[config.mk]
export PLATFORM = sky130hd
export DESIGN_NAME = spi_slave_resp
export DESIGN_NICKNAME = d
export VERILOG_FILES = /design/src/rtl/spi_pkg.sv /design/src/rtl/spi_reg_bank.sv /design/src/rtl/spi_slave_resp.sv
export SDC_FILE = /design/constraint.sdc
export NUM_CORES = 1
export LEC_CHECK = 0
export CELL_PAD_IN_SITES_DETAIL_PLACEMENT = 1
export CELL_PAD_IN_SITES_GLOBAL_PLACEMENT = 1
export CORE_ASPECT_RATIO = 0.5
export CORE_MARGIN = 3
export CORE_UTILIZATION = 33
export CTS_BUF_LIST = sky130_fd_sc_hd__clkbuf_8
export CTS_CLUSTER_SIZE = 8
export DETAILED_ROUTE_END_ITERATION = 10
export PLACE_DENSITY_LB_ADDON = 0.1
export SYNTH_ARGS = -nofsm -noshare
export SYNTH_HDL_FRONTEND = slang
export SYNTH_HIERARCHICAL = 1
export SYNTH_SLANG_ARGS = --single-unit
[constraint.sdc]
create_clock -name spi_clk -period 3.7 [get_ports spi_clk]
set_input_delay 0.925 -clock spi_clk [delete_from_list [all_inputs] [get_ports spi_clk]]
set_output_delay 0.925 -clock spi_clk [all_outputs]
set_load 0.01 [all_outputs]
[src/rtl/spi_pkg.sv]
// Shared types and constants for the SPI responder and its register bank.
package spi_pkg;

    localparam int SPI_DATA_W     = 8;
    localparam int SPI_CMD_WR_BIT = 7;

    typedef enum logic [1:0] {
        IDLE = 2'd0,
        CMD  = 2'd1,
        RD   = 2'd2,
        WR   = 2'd3
    } spi_state_t;

endpackage

[src/rtl/spi_reg_bank.sv]
// Byte register bank: one synchronous write port, two combinational read ports
// (shift-register load and local host access).
module spi_reg_bank #(
    parameter int DATA_W = 8,
    parameter int DEPTH  = 16,
    parameter int AW     = 4
) (
    input  logic              clk,
    input  logic              rst_n,
    input  logic              wr_en,
    input  logic [AW-1:0]     wr_addr,
    input  logic [DATA_W-1:0] wr_data,
    input  logic [AW-1:0]     ld_addr,
    output logic [DATA_W-1:0] ld_data,
    input  logic [AW-1:0]     host_addr,
    output logic [DATA_W-1:0] host_rdata
);

    logic [DATA_W-1:0] bank [DEPTH];

    always_ff @(posedge clk or negedge rst_n) begin
        if (!rst_n) begin
            for (int i = 0; i < DEPTH; i++) begin
                bank[i] <= '0;
            end
        end else if (wr_en) begin
            bank[wr_addr] <= wr_data;
        end
    end

    assign ld_data    = bank[ld_addr];
    assign host_rdata = bank[host_addr];

endmodule

[src/rtl/spi_slave_resp.sv]
// SPI responder: decodes a R/W + address command byte, then streams bank
// contents out on MISO or captures bytes into the bank, with burst addressing.
module spi_slave_resp
    import spi_pkg::*;
#(
    parameter int DATA_W = SPI_DATA_W,
    parameter int DEPTH  = 16,
    parameter int AW     = 4
) (
    input  logic              spi_clk,
    input  logic              n_reset,
    input  logic              spi_cs,
    input  logic              spi_mosi_in,
    output logic              spi_miso_out,
    output logic              miso_oe,
    output logic [DATA_W-1:0] rx_byte,
    output logic              rx_valid,
    output logic              busy,
    input  logic [AW-1:0]     host_addr,
    output logic [DATA_W-1:0] host_rdata
);

    spi_state_t        state;
    logic [2:0]        bit_cnt;
    logic [DATA_W-1:0] cmd_sr;
    logic [DATA_W-1:0] tx_sr;
    logic [DATA_W-1:0] rx_sr;
    logic [AW-1:0]     addr;

    logic [DATA_W-1:0] cmd_full;
    logic [DATA_W-1:0] rx_full;
    logic [DATA_W-1:0] ld_data;
    logic [AW-1:0]     ld_addr;
    logic              byte_done;
    logic              wr_en;

    assign cmd_full  = {cmd_sr[DATA_W-2:0], spi_mosi_in};
    assign rx_full   = {rx_sr[DATA_W-2:0], spi_mosi_in};
    assign byte_done = (bit_cnt == 3'd7);
    // First read byte comes from the address being decoded this edge; later ones from addr+1.
    assign ld_addr   = (state == CMD) ? cmd_full[AW-1:0] : addr + AW'(1);
    assign wr_en     = !spi_cs && (state == WR) && byte_done;

    spi_reg_bank #(
        .DATA_W (DATA_W),
        .DEPTH  (DEPTH),
        .AW     (AW)
    ) u_bank (
        .clk        (spi_clk),
        .rst_n      (n_reset),
        .wr_en      (wr_en),
        .wr_addr    (addr),
        .wr_data    (rx_full),
        .ld_addr    (ld_addr),
        .ld_data    (ld_data),
        .host_addr  (host_addr),
        .host_rdata (host_rdata)
    );

    always_ff @(posedge spi_clk or negedge n_reset) begin
        if (!n_reset) begin
            state        <= IDLE;
            bit_cnt      <= '0;
            cmd_sr       <= '0;
            tx_sr        <= '0;
            rx_sr        <= '0;
            addr         <= '0;
            spi_miso_out <= 1'b0;
            miso_oe      <= 1'b0;
            rx_byte      <= '0;
            rx_valid     <= 1'b0;
            busy         <= 1'b0;
        end else begin
            rx_valid <= 1'b0;
            if (spi_cs) begin
                state        <= IDLE;
                bit_cnt      <= '0;
                cmd_sr       <= '0;
                tx_sr        <= '0;
                rx_sr        <= '0;
                spi_miso_out <= 1'b0;
                miso_oe      <= 1'b0;
                busy         <= 1'b0;
            end else begin
                case (state)
                    IDLE: begin
                        state   <= CMD;
                        busy    <= 1'b1;
                        cmd_sr  <= cmd_full;
                        bit_cnt <= 3'd1;
                    end
                    CMD: begin
                        cmd_sr  <= cmd_full;
                        bit_cnt <= bit_cnt + 3'd1;
                        if (byte_done) begin
                            addr <= cmd_full[AW-1:0];
                            if (cmd_full[SPI_CMD_WR_BIT]) begin
                                state <= WR;
                            end else begin
                                state        <= RD;
                                tx_sr        <= ld_data;
                                spi_miso_out <= ld_data[DATA_W-1];
                                miso_oe      <= 1'b1;
                            end
                        end
                    end
                    RD: begin
                        bit_cnt <= bit_cnt + 3'd1;
                        if (byte_done) begin
                            addr         <= addr + AW'(1);
                            tx_sr        <= ld_data;
                            spi_miso_out <= ld_data[DATA_W-1];
                        end else begin
                            tx_sr        <= tx_sr << 1;
                            spi_miso_out <= tx_sr[DATA_W-2];
                        end
                    end
                    WR: begin
                        bit_cnt <= bit_cnt + 3'd1;
                        rx_sr   <= rx_full;
                        if (byte_done) begin
                            rx_byte  <= rx_full;
                            rx_valid <= 1'b1;
                            addr     <= addr + AW'(1);
                        end
                    end
                    default: state <= IDLE;
                endcase
            end
        end
    end

endmodule
Fig. 1: selected gate families
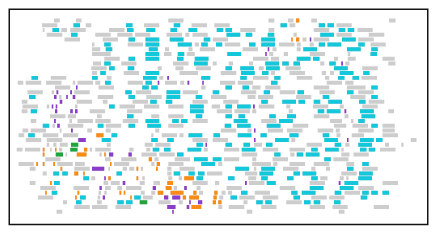
| color | family | cells | most used |
|---|---|---|---|
| green | fa/ha/maj cells | 4 | ha_1 |
| orange | nor cells | 43 | nor2_1 |
| purple | nand cells | 48 | nand2_1 |
| cyan | mux cells | 219 | mux2_2 |

Fig. 2: M2 wires
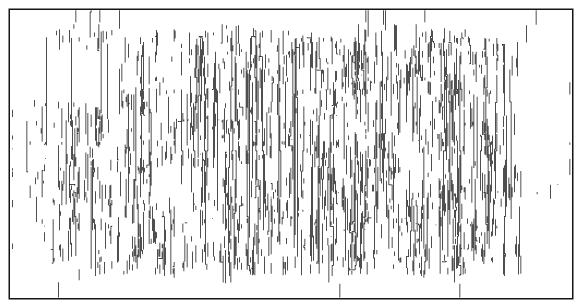
main direction: vertical
nets with wire on the layer: 598
longest straight run: 85.7 microns
wire length on this layer: 10700 microns
share of all routed wire: 43%

Fig. 3: clock routing
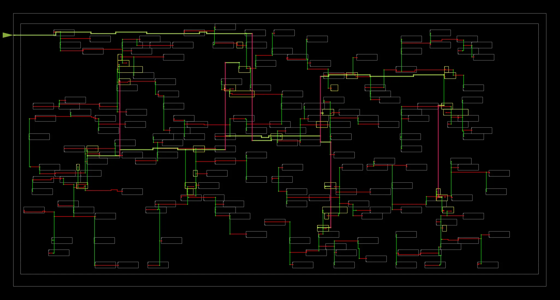
flip-flops: 170
CTS buffer count: 17
TritonCTS Sinks: 170
Final Skew: 0.0172 ns
Layout clock buffers: 18

==> flow_summary.yaml <==
# yosys + openroad results
routing:
  drt_iter0_drc: 407
  drc: 0
  first_pass_iters: 4
  met1Wirelength_microns: 13100
  vias: 5438
synth:
  postSynthCellCount: 603
  yosys_warnings: 6
  ys_sh_simple_pct: 7.03
  ys_ff: 170
  syn_area_per_cell_sq_um: 14.6
  synth_cell_types: 46
  async_reset_ff_share_pct: 100
  fp_nets: 615
global_route:
  grt_pass1_wl_microns: 38600
  antenna_found_initial: 0
  use_met1_pct: 28.1
  track_usage_pct: 18.3
  grt_use_met2_pct: 26.3
status:
  status: "finished, final reports clean"
cells_and_area:
  combGateArea_sq_mm: 0.00434
  lay_top_cells: "dfrtp_1 (170), mux2_2 (131), mux4_2 (64)"
  antenna_cells: 0
  seq_area_sq_mm: 0.00425
  mostFrequentLayoutCell: "dfrtp_1"
hold_path:
  hp-class: "in2async"
placed_design:
  placed_cell_area_sq_mm: 0.00975
  gp_congestion: 0.763
  dp_hpwl_microns: 16900
  io_buffers: 27
final_timing:
  period_minus_slack_ns: 3.61
clock_network:
  postCtsSetupBuffers: 0
  clockBufferDepth: 2
  cts_tree: "done"
critical_path:
  crit_required_ns: 2.77
  startpoint_type: "input port"
power_and_ir_drop:
  irDropWorstVdd_mv: 0.186
  p_switching_uw: 872
run:
  warning_count: 27
Fig. 4: cells by drive strength
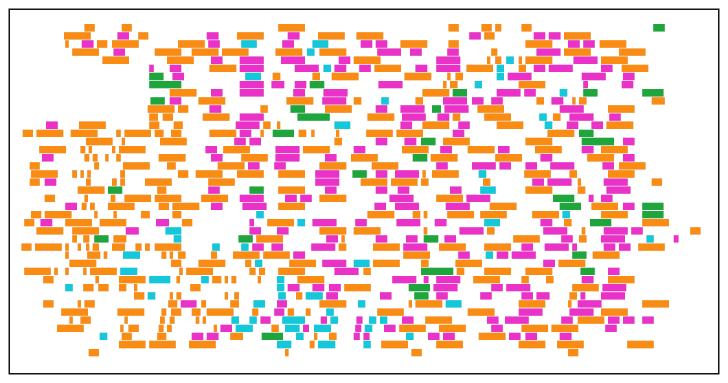
| color | size | cells | most used |
|---|---|---|---|
| magenta | _2 cells | 217 | mux2_2 |
| orange | _0 and _1 cells | 355 | dfrtp_1 |
| cyan | _3 and _4 cells | 58 | buf_4 |
| green | _6 and larger | 33 | clkbuf_8 |
final worst setup slack: 0.0859 ns
Area growth, synth to finish: 15.6%
final instance area: 0.0102 sq mm
bufs w/o clock: 72

Fig. 5: cell classes on the final placement
The bar under the picture is 50 microns long. Fill, decap, tap and diode cells in gray.
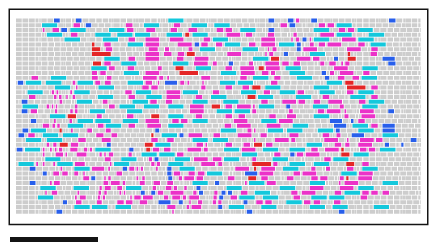
| color | class | cells | share of their area |
|---|---|---|---|
| blue | remaining buffers and delay cells | 72 | 7.3% |
| red | clock drivers and dummy loads | 32 | 4.4% |
| cyan | sequential cells | 170 | 44% |
| magenta | combinational and other logic | 389 | 45% |
sequential fraction of total cell area: 41.8%
fin util: 39.6%
core box area: 0.0257 sq mm

## per-stage QoR
step | std cells | power [uW] | worst slack [ns] | util (%)
floorplan | 603 | 2020 | 0.608 | -
global placement | 975 | 2140 | 0.0802 | 37.9
detailed placement | 975 | 2150 | 0.0442 | 37.9
CTS | 1007 | 3630 | 0.0389 | 39.6
global route | 1007 | 3720 | 0.000828 | 39.6
finish | 1007 | 3560 | 0.0859 | 39.6
## critical path: stages
cell             delay (ns)
buf_2                  0.15
buf_12                 0.17
mux4_2                 0.51
a22oi_1                0.33
nand2_1                0.11
clkdlybuf4s50_1        0.48
## power by group through the flow
stage	logic [uW]	clock network, uW	registers (uW)
after floorplan	114	0	1900
after CTS	242	1520	1870
after global placement	240	0	1900
final	234	1460	1870
after global routing	257	1590	1870
after detailed placement	241	0	1910
## final timing paths
check | startpoint | to | depth (start not counted) | slack (ns)
max | host_addr[0] | host_rdata[5] | 6 | 0.09
min | n_reset | u_bank/bank[52]$_DFFE_PN0P_ | 1 | 0.35
max reg2reg | addr[1]$_DFFE_PN0P_ | tx_sr[6]$_DFFE_PN0P_ | 8 | 0.71
min reg2reg | bit_cnt[0]$_DFF_PN0_ | bit_cnt[0]$_DFF_PN0_ | 1 | 0.48
max in group asynchronous | n_reset | rx_byte[5]$_DFFE_PN0P_ | 2 | 2.58
min in group spi_clk | bit_cnt[0]$_DFF_PN0_ | bit_cnt[0]$_DFF_PN0_ | 1 | 0.48
## registers in the layout (all words and copies together) (netlist names), 2 cells and up
name,flops
tx_sr,7
rx_byte,8
state,2
rx_sr,7
bit_cnt,3
u_bank/bank,128
cmd_sr,7
addr,4
## area by class of cell
cell class	instances	area share (%)
flip-flops and latches	170	41.8
clock buffers	18	2.43
multi-input cells	385	42.7
repair buffers	72	7.02
clock inverters	14	1.74
well taps	344	4.23
inverters	4	0.147
No activity file was given, so power comes from the tool's default toggle rates.
